### src/rtl/spi_reg_pkg.sv
// Shared constants and FSM state type for the SPI configuration-register target.
package spi_reg_pkg;

    localparam int FRAME_BITS = 16;

    localparam logic [6:0] ADDR_EN_OUT_7_0  = 7'h00;
    localparam logic [6:0] ADDR_EN_OUT_15_8 = 7'h01;
    localparam logic [6:0] ADDR_EN_PWM_7_0  = 7'h02;
    localparam logic [6:0] ADDR_EN_PWM_15_8 = 7'h03;
    localparam logic [6:0] ADDR_PWM_DUTY    = 7'h04;

    typedef enum logic [1:0] {
        IDLE   = 2'd0,
        SHIFT  = 2'd1,
        COMMIT = 2'd2
    } state_t;

endpackage

### src/rtl/sync_edge_detect.sv
// Multi-flop pad synchronizer with one history flop for single-cycle rise/fall pulses.
// RST_VAL is the idle pad level so that reset release does not fake an edge.
module sync_edge_detect #(
    parameter int   STAGES  = 2,
    parameter logic RST_VAL = 1'b0
) (
    input  logic clk,
    input  logic rst_n,
    input  logic i_async,
    output logic o_level,
    output logic o_rise,
    output logic o_fall
);

    logic [STAGES:0] r_sync;

    always_ff @(posedge clk or negedge rst_n) begin
        if (!rst_n) r_sync <= {(STAGES+1){RST_VAL}};
        else        r_sync <= {r_sync[STAGES-1:0], i_async};
    end

    // r_sync[STAGES] is the history flop, one cycle behind the synchronized level
    assign o_level = r_sync[STAGES-1];
    assign o_rise  = r_sync[STAGES-1] & ~r_sync[STAGES];
    assign o_fall  = ~r_sync[STAGES-1] & r_sync[STAGES];

endmodule

### src/rtl/spi_reg_peripheral.sv
// SPI mode-0 target holding the five PWM configuration registers (16-bit write frames).
// Define SPI_READBACK_EN to return register[addr] on cipo during read frames.
module spi_reg_peripheral
    import spi_reg_pkg::*;
#(
    parameter int SYNC_STAGES = 2,
    parameter int MAX_ADDR    = 4
) (
    input  logic       clk,
    input  logic       rst_n,
    input  logic       sclk,
    input  logic       copi,
    input  logic       ncs,
    output logic       cipo,
    output logic [7:0] en_reg_out_7_0,
    output logic [7:0] en_reg_out_15_8,
    output logic [7:0] en_reg_pwm_7_0,
    output logic [7:0] en_reg_pwm_15_8,
    output logic [7:0] pwm_duty_cycle
);

    localparam logic [6:0] MAX_A = 7'(MAX_ADDR);

    logic w_sclk_rise, w_sclk_fall, w_copi, w_ncs_fall, w_ncs_rise;

    sync_edge_detect #(.STAGES(SYNC_STAGES), .RST_VAL(1'b0)) u_sync_sclk (
        .clk(clk), .rst_n(rst_n), .i_async(sclk),
        .o_level(), .o_rise(w_sclk_rise), .o_fall(w_sclk_fall));

    sync_edge_detect #(.STAGES(SYNC_STAGES), .RST_VAL(1'b0)) u_sync_copi (
        .clk(clk), .rst_n(rst_n), .i_async(copi),
        .o_level(w_copi), .o_rise(), .o_fall());

    sync_edge_detect #(.STAGES(SYNC_STAGES), .RST_VAL(1'b1)) u_sync_ncs (
        .clk(clk), .rst_n(rst_n), .i_async(ncs),
        .o_level(), .o_rise(w_ncs_rise), .o_fall(w_ncs_fall));

    state_t      r_state, w_state_nxt;
    logic [15:0] r_shift;
    logic [4:0]  r_cnt;
    logic [7:0]  r_regs [5];
    logic        w_clr, w_shift_en, w_commit;
    logic [15:0] w_shift_nxt;

    assign w_shift_nxt = {r_shift[14:0], w_copi};

    always_ff @(posedge clk or negedge rst_n) begin
        if (!rst_n) r_state <= IDLE;
        else        r_state <= w_state_nxt;
    end

    always_comb begin
        w_state_nxt = r_state;
        case (r_state)
            IDLE:    if (w_ncs_fall) w_state_nxt = SHIFT;
            SHIFT:   if (w_ncs_rise) w_state_nxt = COMMIT;
            COMMIT:  w_state_nxt = IDLE;
            default: w_state_nxt = IDLE;
        endcase
    end

    always_comb begin
        w_clr      = (r_state == IDLE) && w_ncs_fall;
        w_shift_en = (r_state == SHIFT) && w_sclk_rise;
        // only an exact 16-bit write frame to a known address lands
        w_commit   = (r_state == COMMIT) && (r_cnt == 5'(FRAME_BITS))
                     && r_shift[15] && (r_shift[14:8] <= MAX_A);
    end

    always_ff @(posedge clk or negedge rst_n) begin
        if (!rst_n) begin
            r_shift <= '0;
            r_cnt   <= '0;
        end else if (w_clr) begin
            r_shift <= '0;
            r_cnt   <= '0;
        end else if (w_shift_en) begin
            r_shift <= w_shift_nxt;
            if (r_cnt != 5'd17) r_cnt <= r_cnt + 5'd1;
        end
    end

    always_ff @(posedge clk or negedge rst_n) begin
        if (!rst_n) begin
            for (int i = 0; i < 5; i++) r_regs[i] <= '0;
        end else if (w_commit) begin
            case (r_shift[14:8])
                ADDR_EN_OUT_7_0:  r_regs[0] <= r_shift[7:0];
                ADDR_EN_OUT_15_8: r_regs[1] <= r_shift[7:0];
                ADDR_EN_PWM_7_0:  r_regs[2] <= r_shift[7:0];
                ADDR_EN_PWM_15_8: r_regs[3] <= r_shift[7:0];
                ADDR_PWM_DUTY:    r_regs[4] <= r_shift[7:0];
                default: ;
            endcase
        end
    end

    assign en_reg_out_7_0  = r_regs[0];
    assign en_reg_out_15_8 = r_regs[1];
    assign en_reg_pwm_7_0  = r_regs[2];
    assign en_reg_pwm_15_8 = r_regs[3];
    assign pwm_duty_cycle  = r_regs[4];

`ifdef SPI_READBACK_EN
    logic [7:0] r_tx;
    logic       r_cipo;
    logic [7:0] w_rd_data;

    always_comb begin
        w_rd_data = 8'h00;
        if (w_shift_nxt[6:0] <= MAX_A) begin
            case (w_shift_nxt[6:0])
                ADDR_EN_OUT_7_0:  w_rd_data = r_regs[0];
                ADDR_EN_OUT_15_8: w_rd_data = r_regs[1];
                ADDR_EN_PWM_7_0:  w_rd_data = r_regs[2];
                ADDR_EN_PWM_15_8: w_rd_data = r_regs[3];
                ADDR_PWM_DUTY:    w_rd_data = r_regs[4];
                default:          w_rd_data = 8'h00;
            endcase
        end
    end

    // r_tx stays zero outside a read frame, so falls before the latch shift out zeros
    always_ff @(posedge clk or negedge rst_n) begin
        if (!rst_n) begin
            r_tx   <= '0;
            r_cipo <= 1'b0;
        end else if (r_state != SHIFT || w_ncs_rise) begin
            r_tx   <= '0;
            r_cipo <= 1'b0;
        end else if (w_shift_en && r_cnt == 5'd7 && !w_shift_nxt[7]) begin
            r_tx <= w_rd_data;
        end else if (w_sclk_fall) begin
            r_cipo <= r_tx[7];
            r_tx   <= {r_tx[6:0], 1'b0};
        end
    end

    assign cipo = r_cipo;
`else
    assign cipo = 1'b0;
`endif

endmodule

### config.mk
export PLATFORM = sky130hd
export DESIGN_NAME = spi_reg_peripheral
export DESIGN_NICKNAME = d
export VERILOG_FILES = /design/src/rtl/spi_reg_pkg.sv /design/src/rtl/sync_edge_detect.sv /design/src/rtl/spi_reg_peripheral.sv
export SDC_FILE = /design/constraint.sdc
export NUM_CORES = 1
export LEC_CHECK = 0
export ABC_AREA = 1
export CORE_MARGIN = 2
export CORE_UTILIZATION = 44
export CTS_CLUSTER_DIAMETER = 100
export DETAILED_ROUTE_END_ITERATION = 16
export PLACE_DENSITY = 0.74
export SETUP_SLACK_MARGIN = 0.4
export SYNTH_ARGS = -nofsm -noshare
export SYNTH_HDL_FRONTEND = slang
export SYNTH_HIERARCHICAL = 1
export SYNTH_SLANG_ARGS = --single-unit
### constraint.sdc
create_clock -name clk -period 1.55 [get_ports clk]
set_clock_uncertainty 0.1 [all_clocks]
set_input_delay 0.31 -clock clk [delete_from_list [all_inputs] [get_ports clk]]
set_output_delay 0.31 -clock clk [all_outputs]
set_load 0.05 [all_outputs]
==> run_1/m1.png <==
Scale bar: 20 um. Supply wires on this layer in gray.
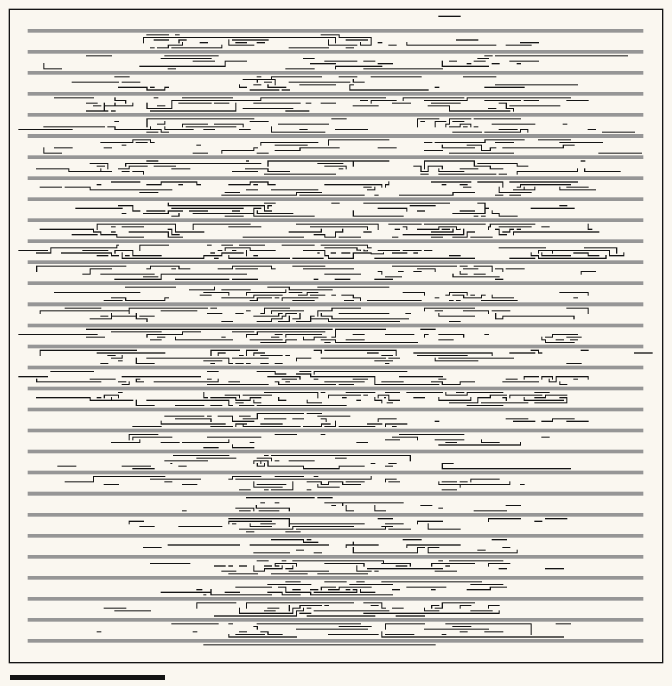
longest straight run: 31.7 um
nets with wire on the layer: 360
vias: 2652
met1 Use GR: 0.2934

==> run_1/m2.png <==
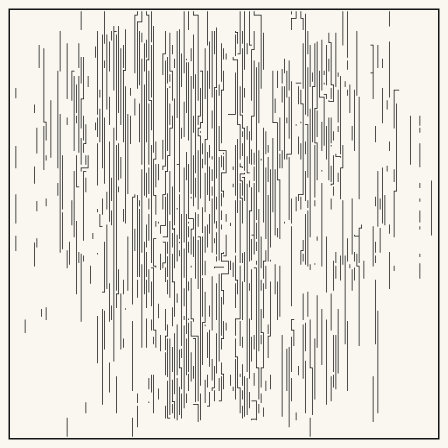
longest straight run: 45.9 um
wire length on this layer: 4520 um
main direction: vertical
nets with wire on the layer: 369
GR Layer Usage met2: 0.3586
Post-Route WL: 8818 um

==> run_1/m3.png <==
Scale bar: 20 um.
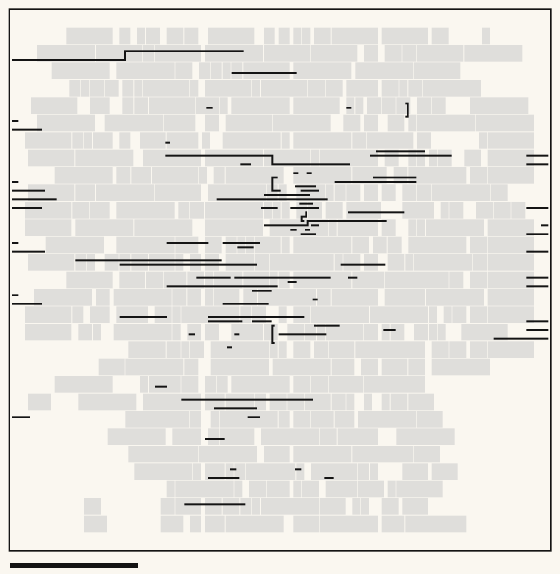
longest straight run: 22.5 um
wire length on this layer: 478 um
nets with wire on the layer: 61
met3 GRT Util: 0.05211

==> run_1/m4.png <==
Supply wires on this layer in gray.
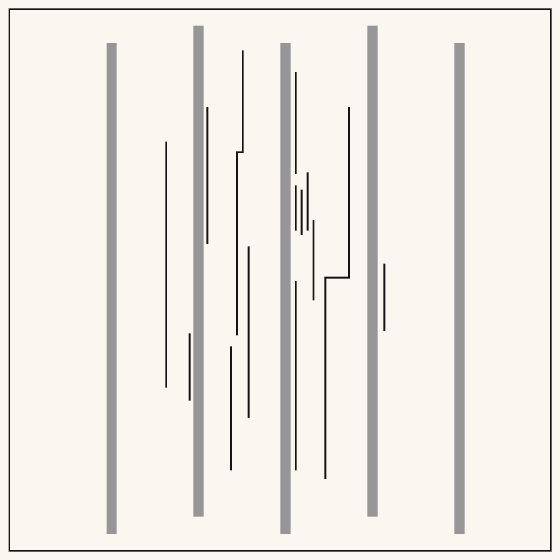
longest straight run: 38.1 um
main direction: vertical
nets with wire on the layer: 13

==> results.py, run 1 <==
# Synthesis and PnR figures
metrics = {
    "final_timing": {
        "final.setup.worst_slack_ns": -0.07911,
        "period_used_share": 1.051,
        "rsz0062_at_grt": "yes",
        "finalSetupViolCount": 26,
    },
    "floorplanning": {
        "core_util_floorplan": 0.4519,
    },
    "global_route": {
        "grt_use_total": 0.2260,
        "overflow": 0,
        "grt_pass1_vias": 2555,
    },
    "finish": {
        "lay_top_count": "dfrtp_1",
        "syn2layout_area_growth_pct": 73.93,
    },
    "clock_tree": {
        "cts_resized": 48,
        "holdBufCountCts": 1,
        "clockBufferDepth": 2,
    },
    "job": {
        "tool_warnings": 31,
    },
    "synth": {
        "yosys_warnings": 6,
    },
    "critical_path": {
        "worstRegToRegCells": 8,
        "worstPathMaxFanout": 16,
        "crit_buf_inv": 2,
    },
    "power_and_ir_drop": {
        "p_int_uw": 3150,
        "pg_seq_uw": 1980,
        "combPwrFrac": 0.172,
    },
    "route": {
        "drt-pass1-iter-count": 4,
        "wl_met2_um": 4521,
    },
    "run_status": {
        "violations": "negative setup slack",
        "outcome": "finished with violations",
    },
    "min_path": {
        "hold_path.class": "flip-flop to flip-flop",
    },
}
run 1: flip-flops by register name, summed over array words and instances (netlist names):
signal	cells
u_sync_ncs/r_sync	3
u_sync_copi/r_sync	2
en_reg_pwm_7_0	8
r_cnt	5
u_sync_sclk/r_sync	3
r_state	2
r_shift	16
en_reg_pwm_15_8	8
en_reg_out_7_0	8
pwm_duty_cycle	8
en_reg_out_15_8	8
run 1: layout make-up:
cell class,instances,area [um2],area share
flip-flops and latches,71,1780,0.3609
multi-input cells,179,1261,0.2556
repair buffers,110,1478,0.2995
clock buffers,9,123.9,0.02511
well taps,77,96.34,0.01953
inverters,28,107.6,0.02181
clock inverters,6,86.33,0.01750
==> run 2: changes to the inputs <==
--- a/config.mk
+++ b/config.mk
@@ -12,6 +12,8 @@
 export DETAILED_ROUTE_END_ITERATION = 16
 export PLACE_DENSITY = 0.74
 export SETUP_SLACK_MARGIN = 0.4
+export SKIP_LAST_GASP = 1
+export SLEW_MARGIN = 5
 export SYNTH_ARGS = -nofsm -noshare
 export SYNTH_HDL_FRONTEND = slang
 export SYNTH_HIERARCHICAL = 1
==> run_2/m1.png <==
Scale bar: 20 um. Supply wires on this layer in gray.
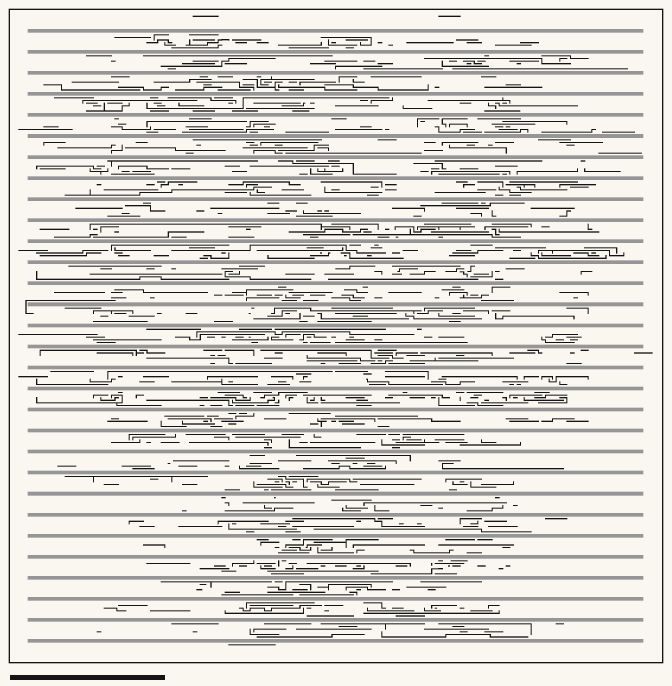
share of all routed wire: 41%
wire length on this layer: 3660 um
longest straight run: 29.9 um
vias: 2643
Post-Route WL: 8925 um

==> run 2 against run 1 <==
  * Hold slack gained 0.00072 ns
  * Utilization shrank 0.56 points
  * Sequential power is essentially flat
  * Combinational power grew 0.5%
  * The run still ends with negative setup slack left
  * Largest cell class unchanged
  * Clock-buffer cell count is the same
==> results.py, run 2 <==
# Synthesis and PnR figures
metrics = {
    "run_status": {
        "outcome": "finished with violations",
        "violations": "negative setup slack",
    },
    "global_route": {
        "use_met1": 0.2934,
        "grtUsageMet2": 0.3586,
        "grt_use_total": 0.2260,
        "overflow": 0,
        "grt_pass1_vias": 2555,
    },
    "floorplanning": {
        "core_util_floorplan": 0.4519,
    },
    "power_and_ir_drop": {
        "pg_seq_uw": 1990,
    },
    "final_timing": {
        "rsz0062_at_grt": "yes",
        "finalSetupViolCount": 41,
        "final.setup.worst_slack_ns": -0.08325,
        "period_used_share": 1.054,
    },
    "min_path": {
        "hold_path.class": "flip-flop to flip-flop",
    },
    "finish": {
        "syn2layout_area_growth_pct": 72.70,
        "lay_top_count": "dfrtp_1",
        "largest_register": "r_shift",
        "largest_reg_flops": 16,
    },
    "synth": {
        "yosys_warnings": 6,
    },
    "clock_tree": {
        "holdBufCountCts": 1,
    },
    "route": {
        "drt-pass1-iter-count": 4,
    },
    "critical_path": {
        "worstPathMaxFanout": 8,
    },
    "job": {
        "tool_warnings": 31,
    },
}
## run 2: layout make-up
class                           count  area, um2  area share
Clock inverter                      6      86.33     0.01762
Multi-Input combinational cell    179       1230      0.2511
Sequential cell                    71       1780      0.3635
Tap cell                           77      96.34     0.01967
Timing Repair Buffer              110       1474      0.3009
Clock buffer                        9      123.9     0.02529
Inverter                           28      107.6     0.02197
## run 2: layer usage
metal | wire (um) | share of wire | up-vias
li1 | - | - | 1182
met1 | 3658 | 0.41 | 1336
met4 | 167 | 0.019 | 0
met3 | 465 | 0.052 | 17
met2 | 4634 | 0.52 | 108
met5 | 0 | 0 | -
==> run 3: changes to the inputs <==
--- a/config.mk
+++ b/config.mk
@@ -11,7 +11,6 @@
 export CTS_CLUSTER_DIAMETER = 100
 export DETAILED_ROUTE_END_ITERATION = 16
 export PLACE_DENSITY = 0.74
-export SETUP_SLACK_MARGIN = 0.4
 export SKIP_LAST_GASP = 1
 export SLEW_MARGIN = 5
 export SYNTH_ARGS = -nofsm -noshare
==> constraint.sdc (replaced) <==
create_clock -name clk -period 1.55 [get_ports clk]
set_clock_uncertainty 0.1 [all_clocks]
set_input_delay 0.31 -clock clk [delete_from_list [all_inputs] [get_ports clk]]
set_output_delay 0.31 -clock clk [all_outputs]
set_load 0.02 [all_outputs]
==> run_3/m3.png <==
Scale bar: 20 um.
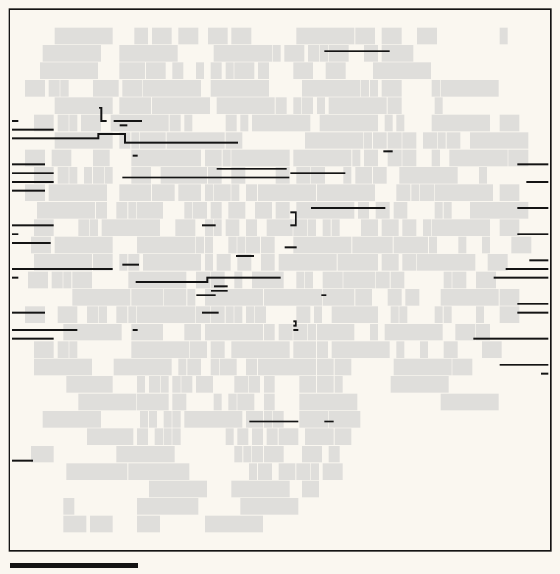
nets with wire on the layer: 45
longest straight run: 25.8 um
main direction: horizontal
wire length on this layer: 311 um
share of all routed wire: 5.0%

==> run 3 against run 2 <==
  * Highest routed layer unchanged
  * Die area unchanged
  * Via count down 13%
  * Wire length down 31%
  * Largest cell class unchanged
  * The run still ends with negative setup slack left
  * Maximum frequency up 3.4%
==> results.py, run 3 <==
# Synthesis and PnR figures
metrics = {
    "run_status": {
        "outcome": "finished with violations",
        "violations": "negative setup slack",
    },
    "final_timing": {
        "rsz0062_at_grt": "yes",
        "finalSetupViolCount": 27,
        "final.setup.worst_slack_ns": -0.03005,
    },
    "route": {
        "drt-pass1-iter-count": 4,
        "vias": 2301,
        "wirelength_um": 6168,
    },
    "finish": {
        "lay_top_count": "dfrtp_1",
        "fin_area_um2": 3900,
        "largest_reg_flops": 16,
        "largest_register": "r_shift",
        "syn2layout_area_growth_pct": 37.49,
    },
    "floorplanning": {
        "core_area_um2": 6277,
        "core_util_floorplan": 0.4519,
    },
    "global_route": {
        "grt_pass1_wl_um": 10230,
        "overflow": 0,
        "grt_use_total": 0.1834,
    },
    "critical_path": {
        "worstPathMaxFanout": 8,
        "crit_buf_inv": 2,
        "worstRegToRegCells": 8,
    },
    "power_and_ir_drop": {
        "combPwrFrac": 0.128,
        "pg_seq_uw": 1970,
    },
    "clock_tree": {
        "clockBufferDepth": 2,
    },
    "synth": {
        "yosys_warnings": 6,
    },
    "min_path": {
        "hold_path.class": "flip-flop to flip-flop",
    },
}
## run 3: cell type report
type                       instances  area, um2
fill                             544       2377
inverter                          28      105.1
sequential                        71       1780
tap                               77      96.34
clock buffer                      11      141.4
multi-input combinational        177       1008
timing repair buffer              76      710.7
clock inverter                     5      57.56
## run 3: layer usage
layer  wire (um)  track usage  share of wire  up-vias
met4         124      0.08944          0.020        0
li1            -            -              -     1116
met2        2955       0.2857           0.48       69
met1        2777       0.2456           0.45     1104
met3         310      0.03933          0.050       12
met5           0            0              0        -
## run 3: timing repair
action,CTS,global route
hold endpoints to repair,8,0
endpoints found under the setup margin,80,51
hold buffers,1,0
gates resized,48,28
gates cloned,1,1
pin swaps,2,5
buffers inserted,0,3

==> screenshots <==
Clock wiring as the flow saved it.
shot_01.png
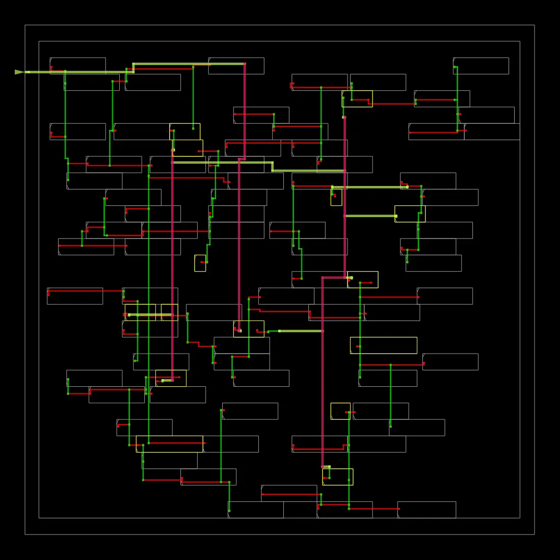
shot_02.png
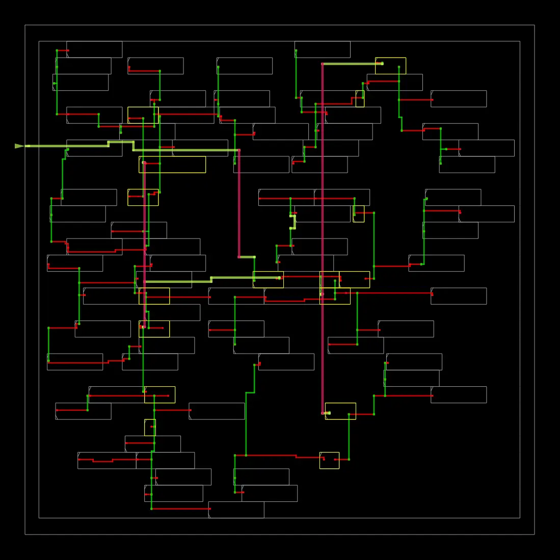
shot_01.png comes from run 1.
shot_02.png comes from run 3.

Power figures rest on the tool's default switching activity, not on a simulated workload.
